<file path="src/rtl/regfile_write_arbiter_if.sv">
// Writeback requester bundle: per-requester valid/addr/data with one-hot ready.
// Requesters drive the master side, the write-port arbiter takes the slave side.
interface regfile_write_arbiter_if #(
   parameter int NUM_REQ = 3,
   parameter int DATA_W  = 32,
   parameter int ADDR_W  = 5
);

   logic [NUM_REQ-1:0]        req_valid;
   logic [NUM_REQ*ADDR_W-1:0] req_addr;
   logic [NUM_REQ*DATA_W-1:0] req_data;
   logic [NUM_REQ-1:0]        req_ready;

   modport master (
      output req_valid,
      output req_addr,
      output req_data,
      input  req_ready
   );

   modport slave (
      input  req_valid,
      input  req_addr,
      input  req_data,
      output req_ready
   );

endinterface

</file>
<file path="src/rtl/regfile_write_arbiter.sv">
// Round-robin arbiter sharing the register file write port among writeback units.
// Define REGFILE_ARB_SCOREBOARD_EN to build the busy-register scoreboard.
module regfile_write_arbiter #(
   parameter int NUM_REQ = 3,
   parameter int DATA_W  = 32,
   parameter int ADDR_W  = 5
) (
   input  logic              clock,
   input  logic              reset_n,
   regfile_write_arbiter_if.slave req,
   output logic              rf_write_enable,
   output logic [ADDR_W-1:0] rf_write_address,
   output logic [DATA_W-1:0] rf_write_data,
   input  logic              rsv_valid,
   input  logic [ADDR_W-1:0] rsv_addr,
   output logic              rsv_ready,
   input  logic [ADDR_W-1:0] query_addr_1,
   input  logic [ADDR_W-1:0] query_addr_2,
   output logic              query_busy_1,
   output logic              query_busy_2
);

   localparam int PTR_W = $clog2(NUM_REQ);

   logic [PTR_W-1:0]   ptr_q;
   logic [PTR_W-1:0]   ptr_d;
   logic [PTR_W-1:0]   gnt_idx;
   logic               gnt_any;
   logic               gnt;
   logic [NUM_REQ-1:0] ready;
   logic [ADDR_W-1:0]  win_addr;
   logic [DATA_W-1:0]  win_data;

   logic               we_q;
   logic               we_d;
   logic [ADDR_W-1:0]  addr_q;
   logic [ADDR_W-1:0]  addr_d;
   logic [DATA_W-1:0]  data_q;
   logic [DATA_W-1:0]  data_d;

   function automatic logic [PTR_W-1:0] rr_idx(
      input logic [PTR_W-1:0] base,
      input int               off
   );
      int s;
      s = off + int'(base);
      if (s >= NUM_REQ) s = s - NUM_REQ;
      return s[PTR_W-1:0];
   endfunction

   // Scan from the highest offset down so the entry nearest ptr wins.
   always_comb begin
      gnt_any = 1'b0;
      gnt_idx = ptr_q;
      for (int k = NUM_REQ - 1; k >= 0; k--) begin
         if (req.req_valid[rr_idx(ptr_q, k)]) begin
            gnt_any = 1'b1;
            gnt_idx = rr_idx(ptr_q, k);
         end
      end
      gnt = gnt_any & reset_n;
   end

   always_comb begin
      ready = '0;
      if (gnt) ready[gnt_idx] = 1'b1;
   end

   assign req.req_ready = ready;

   always_comb begin
      win_addr = req.req_addr[int'(gnt_idx)*ADDR_W +: ADDR_W];
      win_data = req.req_data[int'(gnt_idx)*DATA_W +: DATA_W];
   end

   always_comb begin
      ptr_d  = ptr_q;
      addr_d = addr_q;
      data_d = data_q;
      we_d   = 1'b0;
      if (gnt) begin
         ptr_d  = (gnt_idx == PTR_W'(NUM_REQ - 1)) ? '0 : gnt_idx + 1'b1;
         addr_d = win_addr;
         data_d = win_data;
         // x0 transfers are accepted but never reach the register file
         we_d   = (win_addr != '0);
      end
   end

   always_ff @(posedge clock) begin
      if (!reset_n) begin
         ptr_q  <= '0;
         we_q   <= 1'b0;
         addr_q <= '0;
         data_q <= '0;
      end else begin
         ptr_q  <= ptr_d;
         we_q   <= we_d;
         addr_q <= addr_d;
         data_q <= data_d;
      end
   end

   assign rf_write_enable  = we_q;
   assign rf_write_address = addr_q;
   assign rf_write_data    = data_q;

`ifdef REGFILE_ARB_SCOREBOARD_EN

   localparam int NREGS = 1 << ADDR_W;

   logic [NREGS-1:0] busy_q;
   logic [NREGS-1:0] busy_d;
   logic             rsv_set;

   assign rsv_ready = (rsv_addr == '0) | ~busy_q[rsv_addr];
   assign rsv_set   = rsv_valid & rsv_ready & (rsv_addr != '0);

   // Clear first so a same-edge reservation of the written register wins.
   always_comb begin
      busy_d = busy_q;
      if (we_q) busy_d[addr_q] = 1'b0;
      if (rsv_set) busy_d[rsv_addr] = 1'b1;
   end

   always_ff @(posedge clock) begin
      if (!reset_n) begin
         busy_q <= '0;
      end else begin
         busy_q <= busy_d;
      end
   end

   // The register file is write-first, so a register written now reads ready.
   assign query_busy_1 = (query_addr_1 != '0) & busy_q[query_addr_1]
                       & ~(we_q & (addr_q == query_addr_1));
   assign query_busy_2 = (query_addr_2 != '0) & busy_q[query_addr_2]
                       & ~(we_q & (addr_q == query_addr_2));

`else

   logic unused_sb;

   assign unused_sb    = ^{rsv_valid, rsv_addr, query_addr_1, query_addr_2};
   assign rsv_ready    = 1'b1;
   assign query_busy_1 = 1'b0;
   assign query_busy_2 = 1'b0;

`endif

endmodule

</file>
<file path="src/flat_wrapper.sv">
// flat-port wrapper written by rule: the top's interface ports become plain ports
module regfile_write_arbiter_flat 
#(
   parameter int NUM_REQ = 3,
   parameter int DATA_W  = 32,
   parameter int ADDR_W  = 5
)
  (clock, reset_n, rf_write_enable, rf_write_address, rf_write_data, rsv_valid, rsv_addr, rsv_ready, query_addr_1, query_addr_2, query_busy_1, query_busy_2, req_req_valid, req_req_addr, req_req_data, req_req_ready);
  regfile_write_arbiter_if #(.NUM_REQ(NUM_REQ), .DATA_W(DATA_W), .ADDR_W(ADDR_W)) req_i ();
  input  logic clock;
  input  logic reset_n;
  output logic rf_write_enable;
  output logic [ADDR_W-1:0] rf_write_address;
  output logic [DATA_W-1:0] rf_write_data;
  input  logic rsv_valid;
  input  logic [ADDR_W-1:0] rsv_addr;
  output logic rsv_ready;
  input  logic [ADDR_W-1:0] query_addr_1;
  input  logic [ADDR_W-1:0] query_addr_2;
  output logic query_busy_1;
  output logic query_busy_2;
  input wire logic [$bits(req_i.req_valid)-1:0] req_req_valid;
  input wire logic [$bits(req_i.req_addr)-1:0] req_req_addr;
  input wire logic [$bits(req_i.req_data)-1:0] req_req_data;
  output wire logic [$bits(req_i.req_ready)-1:0] req_req_ready;
  assign req_i.req_valid = req_req_valid;
  assign req_i.req_addr = req_req_addr;
  assign req_i.req_data = req_req_data;
  assign req_req_ready = req_i.req_ready;
  regfile_write_arbiter #(.NUM_REQ(NUM_REQ), .DATA_W(DATA_W), .ADDR_W(ADDR_W)) u_core (.clock(clock), .reset_n(reset_n), .req(req_i), .rf_write_enable(rf_write_enable), .rf_write_address(rf_write_address), .rf_write_data(rf_write_data), .rsv_valid(rsv_valid), .rsv_addr(rsv_addr), .rsv_ready(rsv_ready), .query_addr_1(query_addr_1), .query_addr_2(query_addr_2), .query_busy_1(query_busy_1), .query_busy_2(query_busy_2));
endmodule
</file>
<file path="config.mk">
export PLATFORM = sky130hd
export DESIGN_NAME = regfile_write_arbiter_flat
export DESIGN_NICKNAME = d
export VERILOG_FILES = /design/src/rtl/regfile_write_arbiter_if.sv /design/src/rtl/regfile_write_arbiter.sv /design/src/flat_wrapper.sv
export SDC_FILE = /design/constraint.sdc
export NUM_CORES = 1
export LEC_CHECK = 0
export CORE_ASPECT_RATIO = 1.75
export CORE_UTILIZATION = 32
export DETAILED_ROUTE_END_ITERATION = 6
export PLACE_DENSITY = 0.76
export SETUP_SLACK_MARGIN = 0.4
export SLEW_MARGIN = 20
export SYNTH_ARGS = -nofsm -noshare
export SYNTH_HDL_FRONTEND = slang
export SYNTH_SLANG_ARGS = --single-unit
</file>
<file path="constraint.sdc">
create_clock -name clock -period 3.4 [get_ports clock]
set_input_delay 0.34 -clock clock [delete_from_list [all_inputs] [get_ports clock]]
set_output_delay 0.34 -clock clock [all_outputs]
set_load 0.01 [all_outputs]
</file>
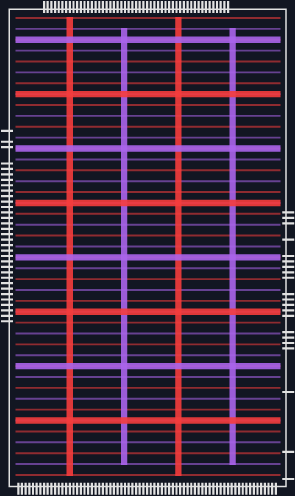
**Above:** power grid.
(4 px per um) Pins as bars on the die edge.
legend:
  red:
    net: VSS
  purple:
    net: VDD
met4 straps: 4
met5 straps: 8
met1 rails: 43
rows: 42
Die Height: 119.0 um
width of the die: 68.83 um

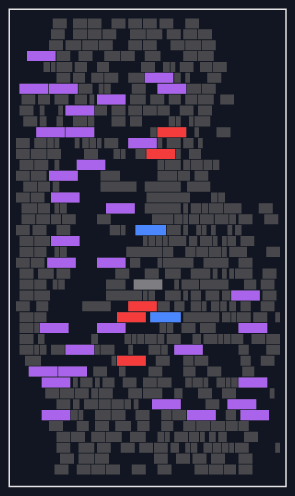
**Above:** where the registers sit.
(4 px per um)
legend:
  purple:
    netlist_name: u_core.rf_write_data
    sequential_cells: 32
    where: widely spread
  blue:
    netlist_name: u_core.ptr_q
    sequential_cells: 2
  red:
    netlist_name: u_core.rf_write_address
    sequential_cells: 5
not colored: 1
Final Util: 0.5813
sequential share of cell area: 0.1826
sequential group power: 0.760 mW
Register Area: 803.3 um^2

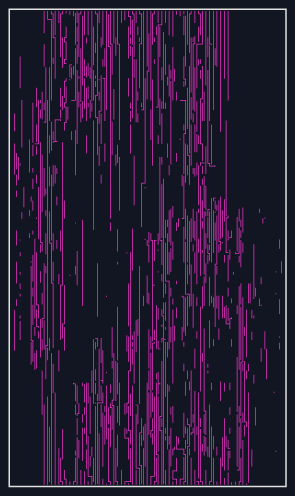
**Above:** met2 routing.
(4 px per um)
main direction: vertical
wire length on this layer: 4,920 um
nets with wire on the layer: 487
vias: 2,901
Total Wirelength: 9128 um
met2 Usage GRT: 0.4112

## metal layers
layer	wire length (um)	up-vias	global-route usage
met4	390	0	0.1059
li1	-	1403	-
met1	3328	1348	0.2580
met3	493	31	0.04981
met2	4916	119	0.4112
met5	0	-	0
## layout make-up
cell class / count / area [um^2]
Tap cell: 88 / 110.1
Clock buffer: 7 / 152.6
Timing Repair Buffer: 169 / 1694
Clock inverter: 1 / 30.03
Inverter: 6 / 22.52
Sequential cell: 40 / 803.3
Multi-Input combinational cell: 223 / 1587
Fill cell: 682 / 3168
## power breakdown
group | leakage, nW | switching (mW) | internal, mW
logic | 1.24 | 1.10 | 1.14
registers | 0.334 | 0.0967 | 0.663
clock network | 0.0901 | 0.184 | 0.386
==> flow_metrics.py <==
# Synthesis and PnR figures
metrics = {
    "pwr": {
        "ir_worst_vdd_v": 0.0004230,
    },
    "cts": {
        "clk_pin_slew_ps": 60,
        "clkSinkCount": 40,
        "clock_path_buffers": 2,
        "cts_htree_levels": 2,
    },
    "yosys": {
        "ys_warn_count": 0,
        "ff_type": "dfxtp_1",
        "synth-edff-count": 0,
        "simple_gate_area_frac": 0.1256,
        "synth_flop_count": 40,
        "ys_cells": 299,
        "largest_area_cell": "dfxtp_1",
        "ys_sh_adder": 0.01501,
        "mux_area_frac": 0.1331,
        "ys_async_sr_fraction": 0,
    },
    "finish": {
        "largest_reg_flops": 32,
        "layout.cells.most_common_list": "clkdlybuf4s50_1, dfxtp_1, nor2_1",
        "fin_nets": 580,
    },
    "critical_path": {
        "crit_family": "buffers and inverters",
        "cp_max_fo": 32,
        "crit_type": "reg -> out",
        "reg2reg_slack_ps": 520,
        "crit_path_end_kind": "output pin",
        "reg2reg_to": "u_core.rf_write_enable",
        "cp_cell_sequence": "inv_1, ha_4, mux2i_1, o221ai_1, a22o_4, buf_12, nand2_1, nor2_1, clkdlybuf4s50_1",
        "crit_required_ps": 3060,
    },
    "final_timing": {
        "max_freq_mhz": 339.8,
        "rsz0062_at_grt": "true",
        "finClkSkew_ps": 7.458,
        "hold_viol_final": 0,
    },
    "global_route": {
        "grt_pass1_vias": 2884,
        "grt_max_degree": 36,
    },
    "routing": {
        "ant_nets": 0,
        "remaining_drc_errors": 0,
        "initialDrtViolationCount": 203,
    },
    "placement": {
        "dpl_cell_area_um2": 4108,
    },
    "status": {
        "status": "finished, final reports clean",
    },
    "min_path": {
        "min_path_type": "reg -> reg",
    },
    "floorplan": {
        "coreArea_um2": 7567,
        "ios": 176,
        "fp_util": 0.3305,
        "die-area_um2": 8188,
    },
}
Power is estimated from default activity; no workload was simulated.
